File: src/rtl/load_store_unit_if.sv
// Request/response and data-memory bus of the load/store unit.
// slave = the unit itself, master = the pipeline plus data memory around it.
interface load_store_unit_if;
  logic        req_valid;
  logic        req_ready;
  logic        req_write;
  logic [2:0]  req_funct3;
  logic [31:0] req_addr;
  logic [31:0] req_wdata;
  logic        resp_valid;
  logic [31:0] resp_rdata;
  logic        resp_misaligned;
  logic        resp_fault;
  logic        mem_read;
  logic        mem_write;
  logic [31:0] mem_addr;
  logic [31:0] mem_wdata;
  logic [31:0] mem_rdata;

  // Handshake: a request transfers on the rising edge where req_valid && req_ready;
  // the requester holds req_valid and its fields stable until then. resp_valid is
  // a single-cycle pulse with no back-pressure, and the flags are valid alongside it.
  modport slave (
    input  req_valid, req_write, req_funct3, req_addr, req_wdata, mem_rdata,
    output req_ready, resp_valid, resp_rdata, resp_misaligned, resp_fault,
           mem_read, mem_write, mem_addr, mem_wdata
  );

  modport master (
    output req_valid, req_write, req_funct3, req_addr, req_wdata, mem_rdata,
    input  req_ready, resp_valid, resp_rdata, resp_misaligned, resp_fault,
           mem_read, mem_write, mem_addr, mem_wdata
  );
endinterface

File: src/rtl/load_store_unit.sv
// RV32I load/store unit in front of a word-addressed data memory.
// Sub-word stores use read-modify-write; errored requests never touch memory.
module load_store_unit #(
  parameter int MEM_WORDS = 64
) (
  input  logic              clk,
  input  logic              reset,
  load_store_unit_if.slave  bus,
  output logic [1:0]        dbg_state
);

  typedef enum logic [1:0] {IDLE = 2'd0, RD = 2'd1, WR = 2'd2, RESP = 2'd3} state_e;

  localparam logic [31:0] MEM_WORDS_W = 32'(MEM_WORDS);

  state_e      state_q, state_d;
  logic        write_q;
  logic [2:0]  funct3_q;
  logic [31:0] addr_q, wdata_q, word_q;
  logic        accept, illegal, out_of_range, misaligned, req_err;
  logic [7:0]  ld_byte;
  logic [15:0] ld_half;
  logic [31:0] load_ext, merged;

  // Request checks, evaluated on the live request so errors resolve at acceptance.
  always_comb begin
    accept       = bus.req_valid && (state_q == IDLE);
    illegal      = bus.req_write ? (bus.req_funct3 > 3'd2)
                                 : ((bus.req_funct3[1:0] == 2'b11) || (bus.req_funct3 == 3'd6));
    out_of_range = ({2'b00, bus.req_addr[31:2]} >= MEM_WORDS_W);
    misaligned   = ((bus.req_funct3[1:0] == 2'b01) && bus.req_addr[0]) ||
                   ((bus.req_funct3[1:0] == 2'b10) && (bus.req_addr[1:0] != 2'b00));
    req_err      = illegal || out_of_range || misaligned;
  end

  always_ff @(posedge clk or posedge reset) begin
    if (reset) state_q <= IDLE;
    else       state_q <= state_d;
  end

  always_comb begin
    state_d = state_q;
    case (state_q)
      IDLE: begin
        if (accept) begin
          if (req_err)                                             state_d = RESP;
          else if (bus.req_write && (bus.req_funct3[1:0] == 2'b10)) state_d = WR;
          else                                                     state_d = RD;
        end
      end
      RD:      state_d = write_q ? WR : RESP;
      WR:      state_d = RESP;
      RESP:    state_d = IDLE;
      default: state_d = IDLE;
    endcase
  end

  // Lane selection for loads and for the merge of sub-word stores.
  always_comb begin
    ld_byte = bus.mem_rdata[{addr_q[1:0], 3'b000} +: 8];
    ld_half = bus.mem_rdata[{addr_q[1], 4'b0000} +: 16];
    case (funct3_q)
      3'd0:    load_ext = {{24{ld_byte[7]}}, ld_byte};
      3'd1:    load_ext = {{16{ld_half[15]}}, ld_half};
      3'd4:    load_ext = {24'h0, ld_byte};
      3'd5:    load_ext = {16'h0, ld_half};
      default: load_ext = bus.mem_rdata;
    endcase
    merged = word_q;
    case (funct3_q[1:0])
      2'b00:   merged[{addr_q[1:0], 3'b000} +: 8] = wdata_q[7:0];
      2'b01:   merged[{addr_q[1], 4'b0000} +: 16] = wdata_q[15:0];
      default: merged = wdata_q;
    endcase
  end

  always_comb begin
    bus.req_ready  = (state_q == IDLE);
    bus.resp_valid = (state_q == RESP);
    bus.mem_read   = (state_q == RD);
    bus.mem_write  = (state_q == WR);
    bus.mem_addr   = ((state_q == RD) || (state_q == WR)) ? {2'b00, addr_q[31:2]} : 32'h0;
    bus.mem_wdata  = (state_q == WR) ? merged : 32'h0;
  end

  // Response fields are written only on the transition into RESP, so they hold between responses.
  always_ff @(posedge clk or posedge reset) begin
    if (reset) begin
      write_q             <= 1'b0;
      funct3_q            <= 3'd0;
      addr_q              <= 32'h0;
      wdata_q             <= 32'h0;
      word_q              <= 32'h0;
      bus.resp_rdata      <= 32'h0;
      bus.resp_misaligned <= 1'b0;
      bus.resp_fault      <= 1'b0;
    end else begin
      case (state_q)
        IDLE: begin
          if (accept) begin
            write_q  <= bus.req_write;
            funct3_q <= bus.req_funct3;
            addr_q   <= bus.req_addr;
            wdata_q  <= bus.req_wdata;
            if (req_err) begin
              bus.resp_rdata      <= 32'h0;
              bus.resp_fault      <= illegal || out_of_range;
              bus.resp_misaligned <= !(illegal || out_of_range);
            end
          end
        end
        RD: begin
          if (write_q) begin
            word_q <= bus.mem_rdata;
          end else begin
            bus.resp_rdata      <= load_ext;
            bus.resp_fault      <= 1'b0;
            bus.resp_misaligned <= 1'b0;
          end
        end
        WR: begin
          bus.resp_rdata      <= 32'h0;
          bus.resp_fault      <= 1'b0;
          bus.resp_misaligned <= 1'b0;
        end
        default: ;
      endcase
    end
  end

  assign dbg_state = state_q;

endmodule

File: src/flat_wrapper.sv
// flat-port wrapper written by rule: the top's interface ports become plain ports
module load_store_unit_flat 
#(
  parameter int MEM_WORDS = 64
)
  (clk, reset, dbg_state, bus_req_valid, bus_req_write, bus_req_funct3, bus_req_addr, bus_req_wdata, bus_mem_rdata, bus_req_ready, bus_resp_valid, bus_resp_rdata, bus_resp_misaligned, bus_resp_fault, bus_mem_read, bus_mem_write, bus_mem_addr, bus_mem_wdata);
  load_store_unit_if bus_i ();
  input  logic clk;
  input  logic reset;
  output logic [1:0] dbg_state;
  input wire logic [$bits(bus_i.req_valid)-1:0] bus_req_valid;
  input wire logic [$bits(bus_i.req_write)-1:0] bus_req_write;
  input wire logic [$bits(bus_i.req_funct3)-1:0] bus_req_funct3;
  input wire logic [$bits(bus_i.req_addr)-1:0] bus_req_addr;
  input wire logic [$bits(bus_i.req_wdata)-1:0] bus_req_wdata;
  input wire logic [$bits(bus_i.mem_rdata)-1:0] bus_mem_rdata;
  output wire logic [$bits(bus_i.req_ready)-1:0] bus_req_ready;
  output wire logic [$bits(bus_i.resp_valid)-1:0] bus_resp_valid;
  output wire logic [$bits(bus_i.resp_rdata)-1:0] bus_resp_rdata;
  output wire logic [$bits(bus_i.resp_misaligned)-1:0] bus_resp_misaligned;
  output wire logic [$bits(bus_i.resp_fault)-1:0] bus_resp_fault;
  output wire logic [$bits(bus_i.mem_read)-1:0] bus_mem_read;
  output wire logic [$bits(bus_i.mem_write)-1:0] bus_mem_write;
  output wire logic [$bits(bus_i.mem_addr)-1:0] bus_mem_addr;
  output wire logic [$bits(bus_i.mem_wdata)-1:0] bus_mem_wdata;
  assign bus_i.req_valid = bus_req_valid;
  assign bus_i.req_write = bus_req_write;
  assign bus_i.req_funct3 = bus_req_funct3;
  assign bus_i.req_addr = bus_req_addr;
  assign bus_i.req_wdata = bus_req_wdata;
  assign bus_i.mem_rdata = bus_mem_rdata;
  assign bus_req_ready = bus_i.req_ready;
  assign bus_resp_valid = bus_i.resp_valid;
  assign bus_resp_rdata = bus_i.resp_rdata;
  assign bus_resp_misaligned = bus_i.resp_misaligned;
  assign bus_resp_fault = bus_i.resp_fault;
  assign bus_mem_read = bus_i.mem_read;
  assign bus_mem_write = bus_i.mem_write;
  assign bus_mem_addr = bus_i.mem_addr;
  assign bus_mem_wdata = bus_i.mem_wdata;
  load_store_unit #(.MEM_WORDS(MEM_WORDS)) u_core (.clk(clk), .reset(reset), .bus(bus_i), .dbg_state(dbg_state));
endmodule
File: config.mk
export PLATFORM = sky130hd
export DESIGN_NAME = load_store_unit_flat
export DESIGN_NICKNAME = d
export VERILOG_FILES = /design/src/rtl/load_store_unit_if.sv /design/src/rtl/load_store_unit.sv /design/src/flat_wrapper.sv
export SDC_FILE = /design/constraint.sdc
export NUM_CORES = 1
export LEC_CHECK = 0
export CAP_MARGIN = 0
export CORE_ASPECT_RATIO = 0.8
export CORE_MARGIN = 3
export CORE_UTILIZATION = 50
export CTS_CLUSTER_DIAMETER = 150
export DETAILED_ROUTE_END_ITERATION = 6
export GPL_ROUTABILITY_DRIVEN = 0
export PLACE_DENSITY = 0.82
export SKIP_CTS_REPAIR_TIMING = 1
export SLEW_MARGIN = 25
export SYNTH_ARGS = -nofsm -noshare
export SYNTH_HDL_FRONTEND = slang
export SYNTH_SLANG_ARGS = --single-unit
File: constraint.sdc
create_clock -name clk -period 5.75 [get_ports clk]
set_input_delay 0.575 -clock clk [delete_from_list [all_inputs] [get_ports clk]]
set_output_delay 0.575 -clock clk [all_outputs]
set_load 0.05 [all_outputs]
==> results_tabular.tex <==
% Generated from flow reports
\begin{tabular}{lr}
\hline
Metric & Value \\
\hline
\multicolumn{2}{l}{\textbf{Worst setup path}} \\
Req. time, crit path & 5180 ps \\
Kind of launch point of the worst setup path & flip-flop \\
Category of the critical setup timing path & reg -> out \\
\multicolumn{2}{l}{\textbf{Floorplan}} \\
Area of the die & 17,400 um\^{}2 \\
DIE WIDTH & 147 um \\
Core utilization before placement & 0.517 \\
\multicolumn{2}{l}{\textbf{Synth}} \\
Cells in synth\_stat.txt & 763 \\
Area fraction in full adders, half adders and majority gates & 0.0158 \\
Ys async rst share & 1.00 \\
Most common flop cell mapped by yosys & dfrtp\_1 \\
Area reported by Yosys stat & 7900 um\^{}2 \\
Mux share & 0.158 \\
\multicolumn{2}{l}{\textbf{Final layout}} \\
Finished layout cell area & 10,600 um\^{}2 \\
Final non-clock buffer share & 0.203 \\
Count of filler cells inserted in the layout & 1,177 \\
Non-CTS inverters & 45 \\
Most frequently placed logic cells in the final layout & clkdlybuf4s50\_1 (204), dfrtp\_1 (135), mux2\_2 (93) \\
Total area of multi-input combinational cells & 4020 um\^{}2 \\
Share of cell area taken by multi-input logic gates & 0.380 \\
\multicolumn{2}{l}{\textbf{CTS}} \\
Clk\_lat worst skew & 440 ps \\
Count of H-tree levels built during CTS & 4 \\
\multicolumn{2}{l}{\textbf{Routing}} \\
Met2 Wirelength & 11,200 um \\
Antenna Nets Post-Route & 0 \\
M1 wire length & 10,300 um \\
Wirelength, routed & 25,100 um \\
DR iter-0 viols & 743 \\
\multicolumn{2}{l}{\textbf{Global route}} \\
Total congestion overflow after global routing & 0 \\
Pin count of the biggest net entering global routing & 77 \\
Global-route usage over all layers & 0.286 \\
\multicolumn{2}{l}{\textbf{Power}} \\
Cell Pwr Density & 681 nW/um\^{}2 \\
\multicolumn{2}{l}{\textbf{Run status}} \\
Run status & completed \\
\multicolumn{2}{l}{\textbf{Final timing}} \\
Setup tns final & 0 ps \\
Slew of the pin with the lowest slew margin & 926 ps \\
Setup repair after global routing missed its margin & false \\
Crit share post-route & 0.728 \\
Final Setup Violations & 0 \\
\hline
\end{tabular}
==> synthesized netlist by cell type, drive strengths merged (12+ instances only) <==
master | n | share of area
o21ai | 27 | 0.017
o41ai | 18 | 0.033
and2 | 31 | 0.025
mux2i | 18 | 0.023
inv | 44 | 0.021
a31oi | 26 | 0.021
a41oi | 25 | 0.028
a221oi | 24 | 0.027
nor2 | 59 | 0.028
nand4 | 16 | 0.013
nor2b | 17 | 0.013
dfrtp | 136 | 0.43
a21oi | 12 | 0.0076
buf | 34 | 0.024
clkbuf | 35 | 0.017
nand2 | 28 | 0.013
mux2 | 93 | 0.13
==> worst paths after layout <==
path | start | end | slack [ps] | cells past startpoint
max reg2reg | u_core.dbg_state[1] | u_core.bus.resp_rdata[5] | 2820 | 7
min reg2reg | u_core.addr_q[2] | u_core.addr_q[2] | 500 | 1
max | u_core.funct3_q[0] | bus_mem_wdata[9] | 1570 | 5
min | u_core.addr_q[2] | u_core.addr_q[2] | 500 | 1
max in group asynchronous | reset | u_core.bus.resp_misaligned | 4480 | 3
min in group asynchronous | reset | u_core.addr_q[30] | 690 | 3
==> critical path, stage by stage (launching register included) <==
cell and delay, ps:
dfrtp_1 950, inv_1 450, o21ai_1 550, a222oi_1 210, nor2b_1 190, clkdlybuf4s50_1 830
==> routing by layer <==
metal | vias up | global-route usage
li1 | 3204 | -
met1 | 3449 | 0.365
met2 | 413 | 0.429
met3 | 43 | 0.134
met4 | 0 | 0.0940
met5 | - | 0
==> power by group <==
part / total [mW] / internal, mW / switching, mW
sequential: 1.85 / 1.39 / 0.459
clock: 1.05 / 0.612 / 0.441
combinational: 4.29 / 1.62 / 2.66
total: 7.19 / 3.63 / 3.57
registers.png
The bar under the picture is 50 um long.
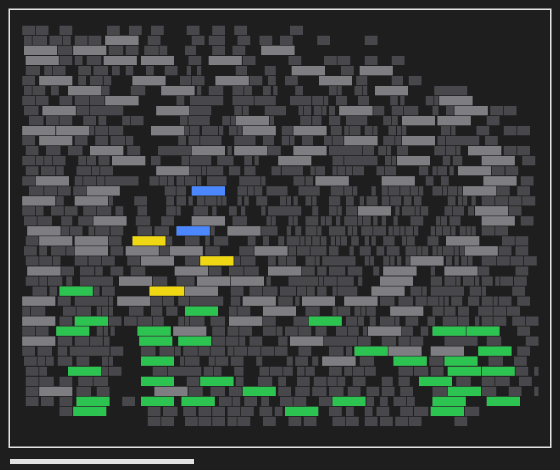
`u_core.funct3_q`: marked yellow, sequential cells 3. `u_core.wdata_q`: marked green, sequential cells 32, where a horizontal strip, bottom. `u_core.dbg_state`: marked blue, sequential cells 2.
Another 99 sequential cells are not coloured.

wire_density.png
The die is cut into 29 by 24 equal tiles; dark blue is low, red is high, scaled to the fullest tile. Values are wire area over tile area, all layers added.
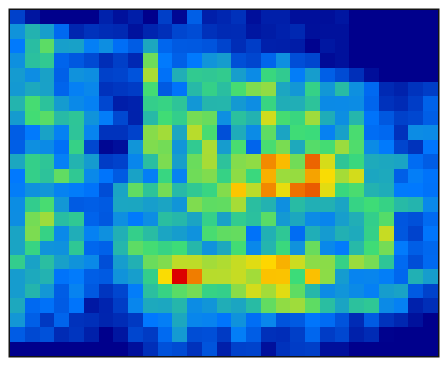
The mean over all tiles is 0.25. The densest ninth of the die: centre. 8.0% of the tiles are nearly empty. 18% of the tiles are over half the peak. The emptiest ninth of the die: north-east. The fullest tile reaches 0.80.

Power is estimated from default activity; no workload was simulated.
